===== src/rtl/i2c_slave_sync.sv =====
// I2C target running entirely on the system clock: oversampled SCL/SDA, START/STOP
// detection, address match with ACK, and unbounded byte transfers over ready/valid.
module i2c_slave_sync #(
   parameter int                  ADDR_LEN    = 7,
   parameter logic [ADDR_LEN-1:0] SLAVE_ADDR  = 7'b1011011,
   parameter int                  DATA_LEN    = 8,
   parameter int                  SYNC_STAGES = 2
) (
   input  logic                clk,
   input  logic                rst,
   input  logic                scl_in,
   input  logic                sda_in,
   output logic                sda_oe,
   output logic [DATA_LEN-1:0] rx_data,
   output logic                rx_valid,
   input  logic                rx_ready,
   input  logic [DATA_LEN-1:0] tx_data,
   output logic                tx_req,
   output logic                rw,
   output logic                busy
);

   localparam int CNT_W = $clog2(DATA_LEN + 2);
   localparam int SH_W  = (ADDR_LEN > DATA_LEN - 1) ? ADDR_LEN : DATA_LEN - 1;
   localparam logic [CNT_W-1:0] CNT_MAX   = '1;
   localparam logic [CNT_W-1:0] ADDR_LAST = CNT_W'(ADDR_LEN);
   localparam logic [CNT_W-1:0] DATA_LAST = CNT_W'(DATA_LEN - 1);

   typedef enum logic [2:0] {
      IDLE, ADDR, ADDR_ACK, WR_DATA, WR_ACK, RD_DATA, RD_ACK, WAIT_STOP
   } state_t;

   logic [SYNC_STAGES-1:0] scl_sync, sda_sync;
   logic                   scl_d, sda_d;
   logic                   scl_s, sda_s;
   logic                   scl_rise, scl_fall, start, stop;

   state_t                 state, state_d;
   logic [CNT_W-1:0]       cnt, cnt_d, cnt_inc;
   logic [SH_W-1:0]        rx_shift, rx_shift_d;
   logic [DATA_LEN-2:0]    tx_shift, tx_shift_d;
   logic                   ack_q, ack_d;
   logic                   phase, phase_d;
   logic                   sda_oe_d, rx_valid_d, tx_req_d, rw_d, busy_d;
   logic [DATA_LEN-1:0]    rx_data_d;

   assign scl_s    = scl_sync[SYNC_STAGES-1];
   assign sda_s    = sda_sync[SYNC_STAGES-1];
   assign scl_rise = scl_s & ~scl_d;
   assign scl_fall = ~scl_s & scl_d;
   assign start    = scl_s & scl_d & sda_d & ~sda_s;
   assign stop     = scl_s & scl_d & ~sda_d & sda_s;
   assign cnt_inc  = (cnt == CNT_MAX) ? cnt : cnt + CNT_W'(1);

   // NOTE: every next-state signal is defaulted first so no path can infer a latch.
   always_comb begin
      state_d    = state;
      cnt_d      = cnt;
      rx_shift_d = rx_shift;
      tx_shift_d = tx_shift;
      ack_d      = ack_q;
      phase_d    = phase;
      sda_oe_d   = sda_oe;
      rx_data_d  = rx_data;
      rx_valid_d = 1'b0;
      tx_req_d   = 1'b0;
      rw_d       = rw;
      busy_d     = busy;
      if (start) begin
         state_d  = ADDR;
         cnt_d    = '0;
         sda_oe_d = 1'b0;
         busy_d   = 1'b0;
      end else if (stop) begin
         state_d  = IDLE;
         cnt_d    = '0;
         sda_oe_d = 1'b0;
         busy_d   = 1'b0;
      end else begin
         unique case (state)
            IDLE, WAIT_STOP: begin
               sda_oe_d = 1'b0;
               busy_d   = 1'b0;
            end
            ADDR: if (scl_rise) begin
               if (cnt == ADDR_LAST) begin
                  if (rx_shift[ADDR_LEN-1:0] == SLAVE_ADDR) begin
                     rw_d    = sda_s;
                     busy_d  = 1'b1;
                     phase_d = 1'b0;
                     state_d = ADDR_ACK;
                  end else begin
                     state_d = WAIT_STOP;
                  end
               end else begin
                  rx_shift_d = {rx_shift[SH_W-2:0], sda_s};
                  cnt_d      = cnt_inc;
               end
            end
            ADDR_ACK: if (scl_fall) begin
               if (!phase) begin
                  sda_oe_d = 1'b1;
                  phase_d  = 1'b1;
               end else if (rw) begin
                  tx_shift_d = tx_data[DATA_LEN-2:0];
                  tx_req_d   = 1'b1;
                  sda_oe_d   = ~tx_data[DATA_LEN-1];
                  cnt_d      = '0;
                  state_d    = RD_DATA;
               end else begin
                  sda_oe_d = 1'b0;
                  cnt_d    = '0;
                  state_d  = WR_DATA;
               end
            end
            WR_DATA: if (scl_rise) begin
               rx_shift_d = {rx_shift[SH_W-2:0], sda_s};
               if (cnt == DATA_LAST) begin
                  ack_d   = rx_ready;
                  phase_d = 1'b0;
                  state_d = WR_ACK;
                  if (rx_ready) begin
                     rx_data_d  = {rx_shift[DATA_LEN-2:0], sda_s};
                     rx_valid_d = 1'b1;
                  end
               end else begin
                  cnt_d = cnt_inc;
               end
            end
            WR_ACK: if (scl_fall) begin
               if (!ack_q) begin
                  sda_oe_d = 1'b0;
                  busy_d   = 1'b0;
                  state_d  = WAIT_STOP;
               end else if (!phase) begin
                  sda_oe_d = 1'b1;
                  phase_d  = 1'b1;
               end else begin
                  sda_oe_d = 1'b0;
                  cnt_d    = '0;
                  state_d  = WR_DATA;
               end
            end
            RD_DATA: if (scl_fall) begin
               if (cnt == DATA_LAST) begin
                  sda_oe_d = 1'b0;
                  state_d  = RD_ACK;
               end else begin
                  sda_oe_d   = ~tx_shift[DATA_LEN-2];
                  tx_shift_d = {tx_shift[DATA_LEN-3:0], 1'b0};
                  cnt_d      = cnt_inc;
               end
            end
            RD_ACK: begin
               if (scl_rise) begin
                  ack_d = ~sda_s;
               end else if (scl_fall) begin
                  if (ack_q) begin
                     tx_shift_d = tx_data[DATA_LEN-2:0];
                     tx_req_d   = 1'b1;
                     sda_oe_d   = ~tx_data[DATA_LEN-1];
                     cnt_d      = '0;
                     state_d    = RD_DATA;
                  end else begin
                     sda_oe_d = 1'b0;
                     busy_d   = 1'b0;
                     state_d  = WAIT_STOP;
                  end
               end
            end
            default: state_d = IDLE;
         endcase
      end
   end

   always_ff @(posedge clk) begin
      if (rst) begin
         scl_sync <= '1;
         sda_sync <= '1;
         scl_d    <= 1'b1;
         sda_d    <= 1'b1;
         state    <= IDLE;
         cnt      <= '0;
         ack_q    <= 1'b0;
         phase    <= 1'b0;
         sda_oe   <= 1'b0;
         rx_data  <= '0;
         rx_valid <= 1'b0;
         tx_req   <= 1'b0;
         rw       <= 1'b0;
         busy     <= 1'b0;
      end else begin
         scl_sync <= {scl_sync[SYNC_STAGES-2:0], scl_in};
         sda_sync <= {sda_sync[SYNC_STAGES-2:0], sda_in};
         scl_d    <= scl_s;
         sda_d    <= sda_s;
         state    <= state_d;
         cnt      <= cnt_d;
         ack_q    <= ack_d;
         phase    <= phase_d;
         sda_oe   <= sda_oe_d;
         rx_data  <= rx_data_d;
         rx_valid <= rx_valid_d;
         tx_req   <= tx_req_d;
         rw       <= rw_d;
         busy     <= busy_d;
      end
   end

   // NOTE: shift registers carry no reset; each is fully written before it is read.
   always_ff @(posedge clk) begin
      rx_shift <= rx_shift_d;
      tx_shift <= tx_shift_d;
   end

endmodule


===== config.mk =====
export PLATFORM = sky130hd
export DESIGN_NAME = i2c_slave_sync
export DESIGN_NICKNAME = d
export VERILOG_FILES = /design/src/rtl/i2c_slave_sync.sv
export SDC_FILE = /design/constraint.sdc
export NUM_CORES = 1
export LEC_CHECK = 0
export CORE_ASPECT_RATIO = 0.7
export CORE_MARGIN = 3
export CORE_UTILIZATION = 50
export CTS_CLUSTER_SIZE = 16
export DETAILED_ROUTE_END_ITERATION = 12
export GPL_TIMING_DRIVEN = 0
export HOLD_SLACK_MARGIN = 0.02
export PLACE_DENSITY = 0.78
export SYNTH_ARGS = -nofsm -noshare
export SYNTH_HDL_FRONTEND = slang
export SYNTH_SLANG_ARGS = --single-unit
export TNS_END_PERCENT = 50

===== constraint.sdc =====
create_clock -name clk -period 2.75 [get_ports clk]
set_clock_uncertainty 0.15 [all_clocks]
set_input_delay 0.4125 -clock clk [delete_from_list [all_inputs] [get_ports clk]]
set_output_delay 0.4125 -clock clk [all_outputs]
set_load 0.01 [all_outputs]

run_1/pdn.png
Bar = 20 µm. Pins as bars on the die edge. Tap cells in gray.
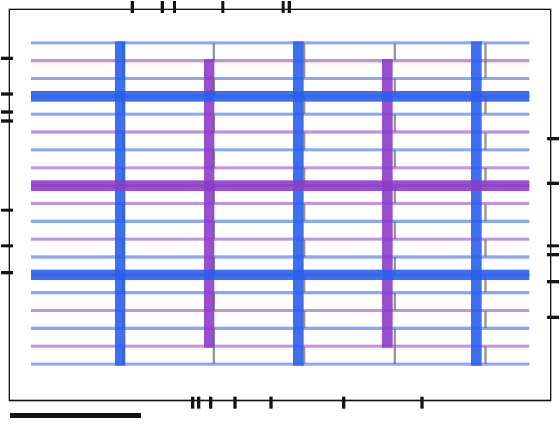
Key: blue = VSS; purple = VDD
19 met1 rails follow the rows. 26 signal pins sit on the boundary. The core has 18 rows. 3 straps on met5. 50 tap cells.
core box area: 3720 µm²
VDD IR max: 0.296 mV

run_1/cell_classes.png
Bar = 20 µm.
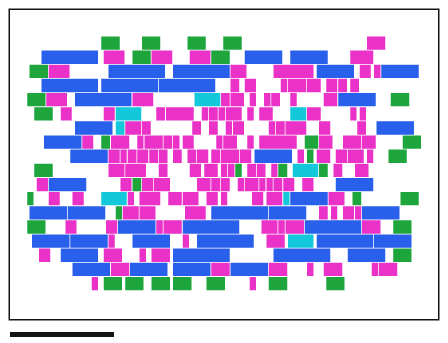
Key: green = other buffers and delay cells [cells 34, share of their area 12%]; magenta = all other logic [cells 150, share of their area 43%]; blue = flops [cells 42, share of their area 41%]; cyan = clock drivers and dummy loads [cells 8, share of their area 3.6%]
# rows: 18
end-of-flow core utilization: 65.5%
flop share of the area: 40.3%

run_1/clock_map.png
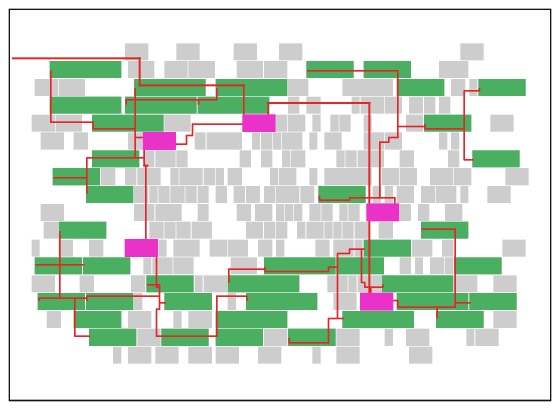
Key: red = clock wires [length 468 µm]; magenta = cells driving clock nets [count 5]; green = flip-flops [count 42]
There are 6 routed clock nets.
clock latency of the later-clocked register in the worst-skew pair: 0.29 ns
Clk pwr share: 34.6%
P_clk: 0.000387 W

run_1/metal_stack.png
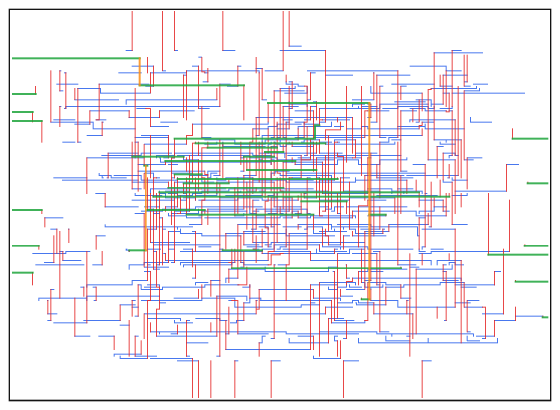
Key: red = met2 [wire length 1,660 µm]; green = met3 [wire length 410 µm]; orange = met4 [wire length 46.9 µm]; blue = met1 [wire length 2,170 µm]
average routed wire per standard cell: 15.1 µm
Overall Global Routing Usage: 19.5%
via total after detailed routing: 1,637
post-detailed-routing wire length: 4.29 mm

==> run summary, run 1 <==
This note records the results obtained with Yosys and OpenROAD.

Detailed routing
The number of search-and-repair iterations in the first detailed-routing pass is 4. After detailed routing, the wire length on met1 is 2.17 mm. The number of DRC markers in iteration 0 is 140. Once detail routing completed, the nets flagged for antenna violations numbered 0.

The via count normalized by instance count is 5.76. The wire length on met2 is 1.66 mm. TritonRoute reported its final design rule violation total as 0. The detailed router reports a met3 wire length of 409 µm.

Logic synthesis
The number of cells produced by synthesis is 202. Yosys attributes the largest share of cell area to sky130_fd_sc_hd__dfxtp_1 (28%), sky130_fd_sc_hd__edfxtp_1 (21%), sky130_fd_sc_hd__mux2i_1 (6.4%), sky130_fd_sc_hd__nor2_1 (4.1%), sky130_fd_sc_hd__mux2_2 (3.9%). The main logic family after synthesis is simple AND/OR/NAND/NOR gates. The most used flip-flop cell is sky130_fd_sc_hd__dfxtp_1.

The top cell type by area accounts for 27.5% of the synthesized area. Of all cell types, the one taking the most synthesized area is sky130_fd_sc_hd__dfxtp_1. After synthesis, the share of flip-flops with an asynchronous set or reset is 0%. The fraction of the mapped netlist area in adder cells is 0.614%. The count of different cell masters after synthesis is 55. The average instance in the mapped netlist occupies 10.1 µm². The number of nets at floorplan is 216. After synthesis, the design contains 202 cells according to Yosys. Sequential cells were found to cover 48.2% of the synthesized design area.

The parity-gate share of the synthesized area counting xor and xnor cells is 0.430%. The mapped cell area is 2040 µm².

Power
The power report attributes to the sequential group a share of 58.0%. The internal power of the cells totals 0.000863 W. Per report_power, the combinational group accounts for 7.4% of the total. Overall power consumption after layout is estimated at 0.00112 W. Total power normalized to cell area comes to 460 nW/µm². Switching power as a fraction of the total was reported as 22.9%.

Setup path
By startpoint and endpoint, the worst setup path is classified as register to register. The number of cells on the critical path is 4. Looking at the critical path, the highest net fanout was 10.

At the worst endpoint, the arrival time is 2.13 ns. The reg-to-reg critical path endpoint is tx_shift[4]. The cell family contributing the most delay on the critical path is AND-OR/OR-AND gates.

The biggest cell delay along the critical path is 0.60 ns. The element type at the critical path end is a register. The destination of the critical timing path is tx_shift[4]. The launch point of the worst register-to-register path is recorded as state[2].

The most critical setup path has its startpoint at state[2]. The signal on the critical path passes through buf_4 > nor2b_1 > nand3_1 > a221oi_2. The worst register-to-register path depth is 4.

The required time at the worst endpoint is listed as 2.53 ns.

Final timing
Per the final timing report, the hold violations number 0. The shortest clock period the worst path allows after layout is 2.35 ns. The final max-slew violation count is 0. The tightest hold margin is 0.262 ns. The worst-case headroom to the max-slew limit is 58.4%. The slew at the pin closest to its max-slew limit is 0.623 ns. The maximum frequency from static timing analysis is 426 MHz. Dividing the final minimum period by the clock period gives 85.3%.

The count of final setup violators is 0.

CTS
The post-CTS clock slew at the launch and capture registers of the worst setup and hold paths is 0.08 ns. Once the clock tree was built, the resizer swapped 0 gates to a different size. Clock tree synthesis found a total of 42 sinks. Looking at the clock tree report, the maximum root-to-sink buffer count equals 2.

Clock tree synthesis inserted a total of 5 buffers. The H-tree was split into 2 levels. The tree is rooted in a sky130_fd_sc_hd__clkbuf_8. The cts-stage hold buffer count is 0.

GRT
Entering global routing, the biggest net connects 14 pins. The number of global-route vias before repair came to 1,496. The first global-routing pass estimated 7.16 mm of wire. The routing usage on met3 is 7.90%. The global routing usage on met2 is 25.0%. Looking at the global route congestion table, the highest-usage layer is met1. After global routing the overflow that remains totals 0. The global routing usage on met1 is 29.6%.

Place
The detailed placer's ending HPWL is 3.25 mm. The pre-CTS setup slack is 0.157 ns. The standard cell area after detailed placement is 2340 µm². After its last routability iteration, the placer logged a weighted congestion of 1.01. Including well taps, the total number of placed cells is 276.

Hold path
The type of the most critical hold path is register to register.

Finish
The most used logic cell in the final layout is sky130_fd_sc_hd__dfxtp_1. The filler cell count is 324. The final instance count without filler cells is 284. Leaving out fill and tap cells, the most frequent cells in the layout are sky130_fd_sc_hd__dfxtp_1 (28), sky130_fd_sc_hd__clkdlybuf4s50_1 (24), sky130_fd_sc_hd__nor2_1 (22). The area added between synthesis and finish is 19.4%. The net count of the finished layout is 247.

The post-route netlist has 14.5% of its cells at a drive strength greater than 1. The number of antenna diodes is 0.

Status
The flow ran to the end, and the final reports show no timing, DRC or antenna violations.

Job
The number of maximum-capacitance violations is 0. The number of warnings reported in the stage logs is 26.

Floorplanning
The I/O pin count is 26. The y dimension of the die is 59.4 µm. The floorplan step records an initial core utilization of 54.8%. The die boundary width is 82.3 µm.
-- run 1: how the worst min path moves through the flow --
stage | start | to | slack, ns | cells after the start
2_1_floorplan | scl_sync[0] | scl_sync[1] | 0.24 | 1
3_3_place_gp | sda_sync[0] | sda_sync[1] | 0.24 | 1
3_5_place_dp | sda_sync[0] | sda_sync[1] | 0.25 | 1
4_1_cts | sda_sync[0] | sda_sync[1] | 0.27 | 1
5_1_grt | sda_sync[0] | sda_sync[1] | 0.27 | 1
6_report | sda_sync[0] | sda_sync[1] | 0.26 | 1
-- run 1: power groups by stage --
stage	sequential (W)	clock [W]	combinational, W
after floorplan	0.000662	0	0.0000506
after global placement	0.000663	0	0.0000808
after detailed placement	0.000663	0	0.0000808
after CTS	0.000649	0.000397	0.0000812
after global routing	0.000650	0.000422	0.0000908
final	0.000649	0.000387	0.0000824
-- run 1: final cells by class --
class	count	area, µm²	share of cell area, %
multi-input combinational	147	1000	41.3
sequential	42	981	40.3
timing repair buffer	24	240	9.88
clock buffer	6	72.6	2.98
tap	50	62.6	2.57
buffer	10	47.5	1.95
clock inverter	2	13.8	0.566
inverter	3	11.3	0.463
-- run 1: state kept, by name (all words and copies together) (netlist names) --
signal / count
cnt: 4
scl_d: 1
tx_req: 1
sda_oe: 1
sda_sync: 2
busy: 1
rx_data: 8
rx_valid: 1
sda_d: 1
rx_shift: 7
tx_shift: 7
rw: 1
scl_sync: 2
state: 3
phase: 1
ack_q: 1
-- run 1: logic make-up (layout without fill, tap and decap cells) --
logic type                 Yosys count  after routing
AOI/OAI and AO/OA                   42             42
xor gates and xnor gates             1              1
adders and majority gates            1              1
buffers and inverters               13             45
DFF                                 42             42
muxes                               20             20
and+or+nand+nor                     83             83
run_1/final_congestion.png
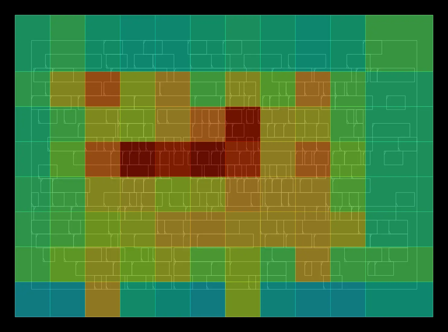

==> run 1 -> run 2 <==
--- a/config.mk
+++ b/config.mk
@@ -5,14 +5,17 @@
 export SDC_FILE = /design/constraint.sdc
 export NUM_CORES = 1
 export LEC_CHECK = 0
+export CELL_PAD_IN_SITES_DETAIL_PLACEMENT = 1
+export CELL_PAD_IN_SITES_GLOBAL_PLACEMENT = 1
 export CORE_ASPECT_RATIO = 0.7
 export CORE_MARGIN = 3
-export CORE_UTILIZATION = 50
+export CORE_UTILIZATION = 42
 export CTS_CLUSTER_SIZE = 16
 export DETAILED_ROUTE_END_ITERATION = 12
 export GPL_TIMING_DRIVEN = 0
 export HOLD_SLACK_MARGIN = 0.02
-export PLACE_DENSITY = 0.78
+export PLACE_DENSITY = 0.83
+export SLEW_MARGIN = 10
 export SYNTH_ARGS = -nofsm -noshare
 export SYNTH_HDL_FRONTEND = slang
 export SYNTH_SLANG_ARGS = --single-unit
run_2/final_congestion.png
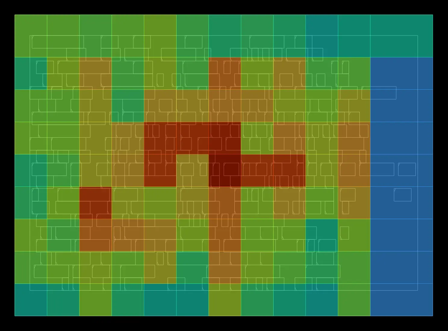
Overall Global Routing Usage: 19.7%
global-route met2 utilization: 28.1%
Most Crowded Layer GR: met1

==> run summary, run 2 <==
This note records the results obtained with Yosys and OpenROAD.

GRT
The pin count of the biggest net entering global routing was 16 (was 14). The wire length of the first global-routing pass came to 8.58 mm (was 7.16 mm). The routing usage on met3 is 6.96% (was 7.90%). The global routing usage on met1 came to 28.3% (was 29.6%). The number of global-route vias before repair is 1,668 (was 1,496). The number of antenna violations at the first check in global routing is 0 (unchanged).

The sum of overflow across all layers after global routing is 0 (unchanged).

Detailed routing
The via count normalized by instance count is 5.79 (was 5.76). The highest signal layer in the routed design is met4 (unchanged). The wire length per cell after detailed routing is 17.7 µm (was 15.1 µm). The aggregate routed wire length was 5.12 mm (was 4.29 mm). The routed length on met3 was 364 µm (was 409 µm). The number of search-and-repair iterations in the first detailed-routing pass is 4 (unchanged). The wire length on met2 came to 2.26 mm (was 1.66 mm). The met1 wire length is 2.46 mm (was 2.17 mm). The total vias in the final route is 1,672 (was 1,637). The number of nets with antenna violations after routing is 0 (unchanged). The number of design rule violations left after detail routing came to 0 (unchanged). The number of DRC markers in iteration 0 came to 129 (was 140).

Logic synthesis
The count of different cell masters after synthesis is 55 (unchanged). The most area-hungry cell type in the Yosys netlist is sky130_fd_sc_hd__dfxtp_1 (unchanged). The post-synthesis async set-or-reset flop share is 0% (unchanged). The number of synthesized register bits is 42 (unchanged). The area fraction of the dominant cell type after synthesis is 27.5% (unchanged). The total cells reported by yosys after synthesis was 202 (unchanged). The fraction of the mapped netlist area in adder cells is 0.614% (unchanged). The mean instance size in the synthesized netlist is 10.1 µm² (unchanged).

Most numerous cell types in the synthesized netlist: sky130_fd_sc_hd__dfxtp_1 (28), sky130_fd_sc_hd__nor2_1 (22), sky130_fd_sc_hd__edfxtp_1 (14) (unchanged). The most numerous cell in the Yosys netlist was sky130_fd_sc_hd__dfxtp_1 (unchanged). The number of nets at floorplan came to 216 (unchanged). The number of cells produced by synthesis is 202 (unchanged). The count of warnings emitted by yosys was 0 (unchanged). The sequential cell area fraction in the yosys report was 48.2% (unchanged).

The mapped cell area is 2040 µm² (unchanged). The mux share of post-synthesis cell area is 10.3% (unchanged). The share of synthesized cell area in and-or and or-and compound cells came to 14.5% (unchanged). The area fraction in and, or, nand and nor cells was 23.2% (unchanged). The count of flip-flops with a built-in enable after synthesis is 14 (unchanged). The total cell area reported by yosys after synthesis is 2040 µm² (unchanged). The parity-gate share of the synthesized area counting xor and xnor cells came to 0.430% (unchanged). The most used flip-flop cell is sky130_fd_sc_hd__dfxtp_1 (unchanged). The main logic family after synthesis is simple AND/OR/NAND/NOR gates (unchanged). Main area contributors: sky130_fd_sc_hd__dfxtp_1 (28%), sky130_fd_sc_hd__edfxtp_1 (21%), sky130_fd_sc_hd__mux2i_1 (6.4%), sky130_fd_sc_hd__nor2_1 (4.1%), sky130_fd_sc_hd__mux2_2 (3.9%) (unchanged).

Finish
The most used logic cell in the final layout is sky130_fd_sc_hd__dfxtp_1 (unchanged). The most flop-heavy register is rx_data (unchanged). Commonest cells after routing, fill and taps aside: sky130_fd_sc_hd__dfxtp_1 (28), sky130_fd_sc_hd__clkdlybuf4s50_1 (24), sky130_fd_sc_hd__nor2_1 (22) (unchanged). The final instance count without filler cells was 289 (was 284). The number of antenna diodes is 0 (unchanged).

The finished layout cell area is 2440 µm² (was 2430 µm²). The net count of the finished layout is 247 (unchanged). The area added between synthesis and finish is 20.0% (was 19.4%). The fraction of layout instances using a drive strength above 1 came to 15.0% (was 14.5%). Top flop regs: rx_data (8), rx_shift (7), tx_shift (7) (unchanged).

The flip-flop count of the largest register after layout is 8 (unchanged).

CTS
The cts-stage hold buffer count is 0 (unchanged). The number of clock sinks seen by CTS is 42 (unchanged). The number of levels in the clock H-tree is 2 (unchanged). The number of CTS-inserted buffers is 5 (unchanged). The buffer depth of the longest clock path is 2 (unchanged). The post-CTS clock slew at the launch and capture registers of the worst setup and hold paths is 0.09 ns (was 0.08 ns). The cell at the root of the clock tree is sky130_fd_sc_hd__clkbuf_8 (unchanged). The TritonCTS clock tree is done (unchanged).

Status
Status: finished clean (unchanged).

Setup path
Worst-path cell chain: buf_2 > nor2b_1 > o21ai_0 > a221oi_2 (was buf_4 > nor2b_1 > nand3_1 > a221oi_2). The element type at the critical path end is a register (unchanged). The biggest cell delay along the critical path came to 0.61 ns (was 0.60 ns). The critical path startpoint category is a register (unchanged).

The data required time at the worst endpoint was 2.54 ns (was 2.53 ns). The critical path class is register to register (unchanged). The maximum fanout encountered on the critical timing path came to 10 (unchanged). The cell count of the worst reg-to-reg path is 4 (unchanged). The arrival time of data at the critical path endpoint is 2.18 ns (was 2.13 ns). The slowest cell on the critical path was sky130_fd_sc_hd__a221oi_2 (unchanged).

Place
The number of cells after detailed placement is 281 (was 276). The standard cell area after detailed placement is 2350 µm² (was 2340 µm²). The count of buffers from port buffering is 24 (unchanged).

The final weighted congestion in routability-driven placement came to 0.837 (was 1.01). The detailed placer's ending HPWL is 3.76 mm (was 3.25 mm).

Job
The total number of warnings across the stage logs is 26 (unchanged). The number of maximum-capacitance violations is 0 (unchanged).

Floorplanning
The floorplan die area was 5730 µm² (was 4890 µm²). The I/O pin count is 26 (unchanged). The y dimension of the die is 64.3 µm (was 59.4 µm).

The die boundary width is 89.2 µm (was 82.3 µm). The share of the core filled by cells before placement was 45.2% (was 54.8%). The core outline area came to 4500 µm² (was 3720 µm²). The number of standard-cell rows in the floorplan is 20 (was 18).

Hold path
The cell depth of the worst hold path was 1 (unchanged). The type of the most critical hold path is register to register (unchanged).

Final timing
The worst-case headroom to the max-slew limit is 57.4% (was 58.4%). The setup TNS is 0 ns (unchanged). The count of final setup violators is 0 (unchanged). The count of endpoints failing hold in the final timing report came to 0 (unchanged).

Unrepaired setup endpoints after global routing: false (unchanged). The final max-slew violation count came to 0 (unchanged). The post-route clock period utilization is 86.8% (was 85.3%). The slew at the pin closest to its max-slew limit is 0.639 ns (was 0.623 ns). The shortest clock period the worst path allows after layout is 2.39 ns (was 2.35 ns). The maximum frequency from static timing analysis is 419 MHz (was 426 MHz).

Power
The post-route total power came to 0.00115 W (was 0.00112 W). The standby leakage power was 0.836 nW (about the same). The power per unit of standard cell area is 471 nW/µm² (was 460 nW/µm²).

The worst-case vdd ir drop came to 0.361 mV (was 0.296 mV).
run_2/clock_map.png
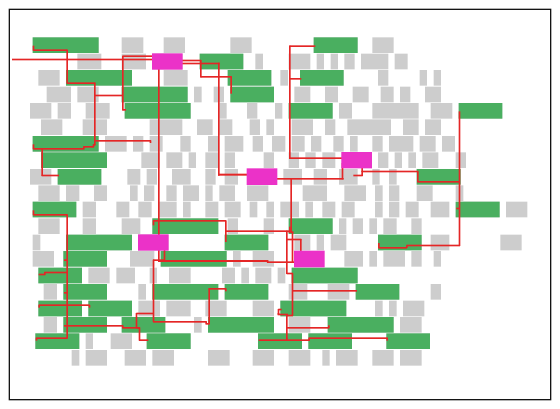
Key: green = flip-flops [count 42]; red = clock wires [length 534 µm]; magenta = cells driving clock nets [count 5]
Position of the flops: spread over the die.
P_clk: 0.000417 W
clock latency of the later-clocked register in the worst-skew pair: 0.30 ns
Clk pwr share: 36.3%

## run 2: cell count changes in the layout (fill, tap and decap cells not counted), sizes merged
cell,delta
clkbuf,-1
clkinvlp,+1
inv,+2
clkinv,-2
## run 2: critical path, delay by kind of cell (launching register included)
kind | cells | cell delay, ns
AOI/OAI and AO/OA | 2 | 0.85
and+or+nand+nor | 1 | 0.50
buffers and inverters | 1 | 0.20
DFF | 1 | 0.33
## run 2: power by group
| part | switching [W] | internal, W | leakage, nW |
|---|---|---|---|
| logic | 0.0000440 | 0.0000401 | 0.439 |
| clock network | 0.000235 | 0.000182 | 0.0451 |
| registers | 0.00000588 | 0.000644 | 0.352 |
## run 2: area by class of cell
class / count / area [µm²]
repair buffers: 24 / 240
clock buffers: 5 / 68.8
multi-input cells: 147 / 1000
clock inverters: 3 / 22.5
plain buffers: 10 / 47.5
flip-flops and latches: 42 / 981
fillers: 501 / 2060
well taps: 55 / 68.8
inverters: 3 / 11.3
## run 2: worst paths after layout
| check | start | slack, ns | endpoint |
|---|---|---|---|
| max | state[1] | 0.36 | tx_shift[3] |
| min | scl_sync[0] | 0.28 | scl_sync[1] |
| max reg2reg | state[1] | 0.36 | tx_shift[3] |
| min reg2reg | scl_sync[0] | 0.28 | scl_sync[1] |
## run 2: through the flow
step	utilization, %	setup WS, ns	hold WS [ns]
floorplan	-	0.567	0.239
global placement	52.1	0.161	0.242
detailed placement	52.1	0.0733	0.264
CTS	54.1	0.0443	0.287
global route	54.3	0.139	0.288
finish	54.3	0.363	0.280
## run 2: what timing repair did
action / in CTS / in global routing
setup buffers: 0 / 0
gates resized: 0 / 1
hold endpoints to repair: 0 / 0
endpoints found under the setup margin: 0 / 7
Power is estimated from default activity; no workload was simulated.
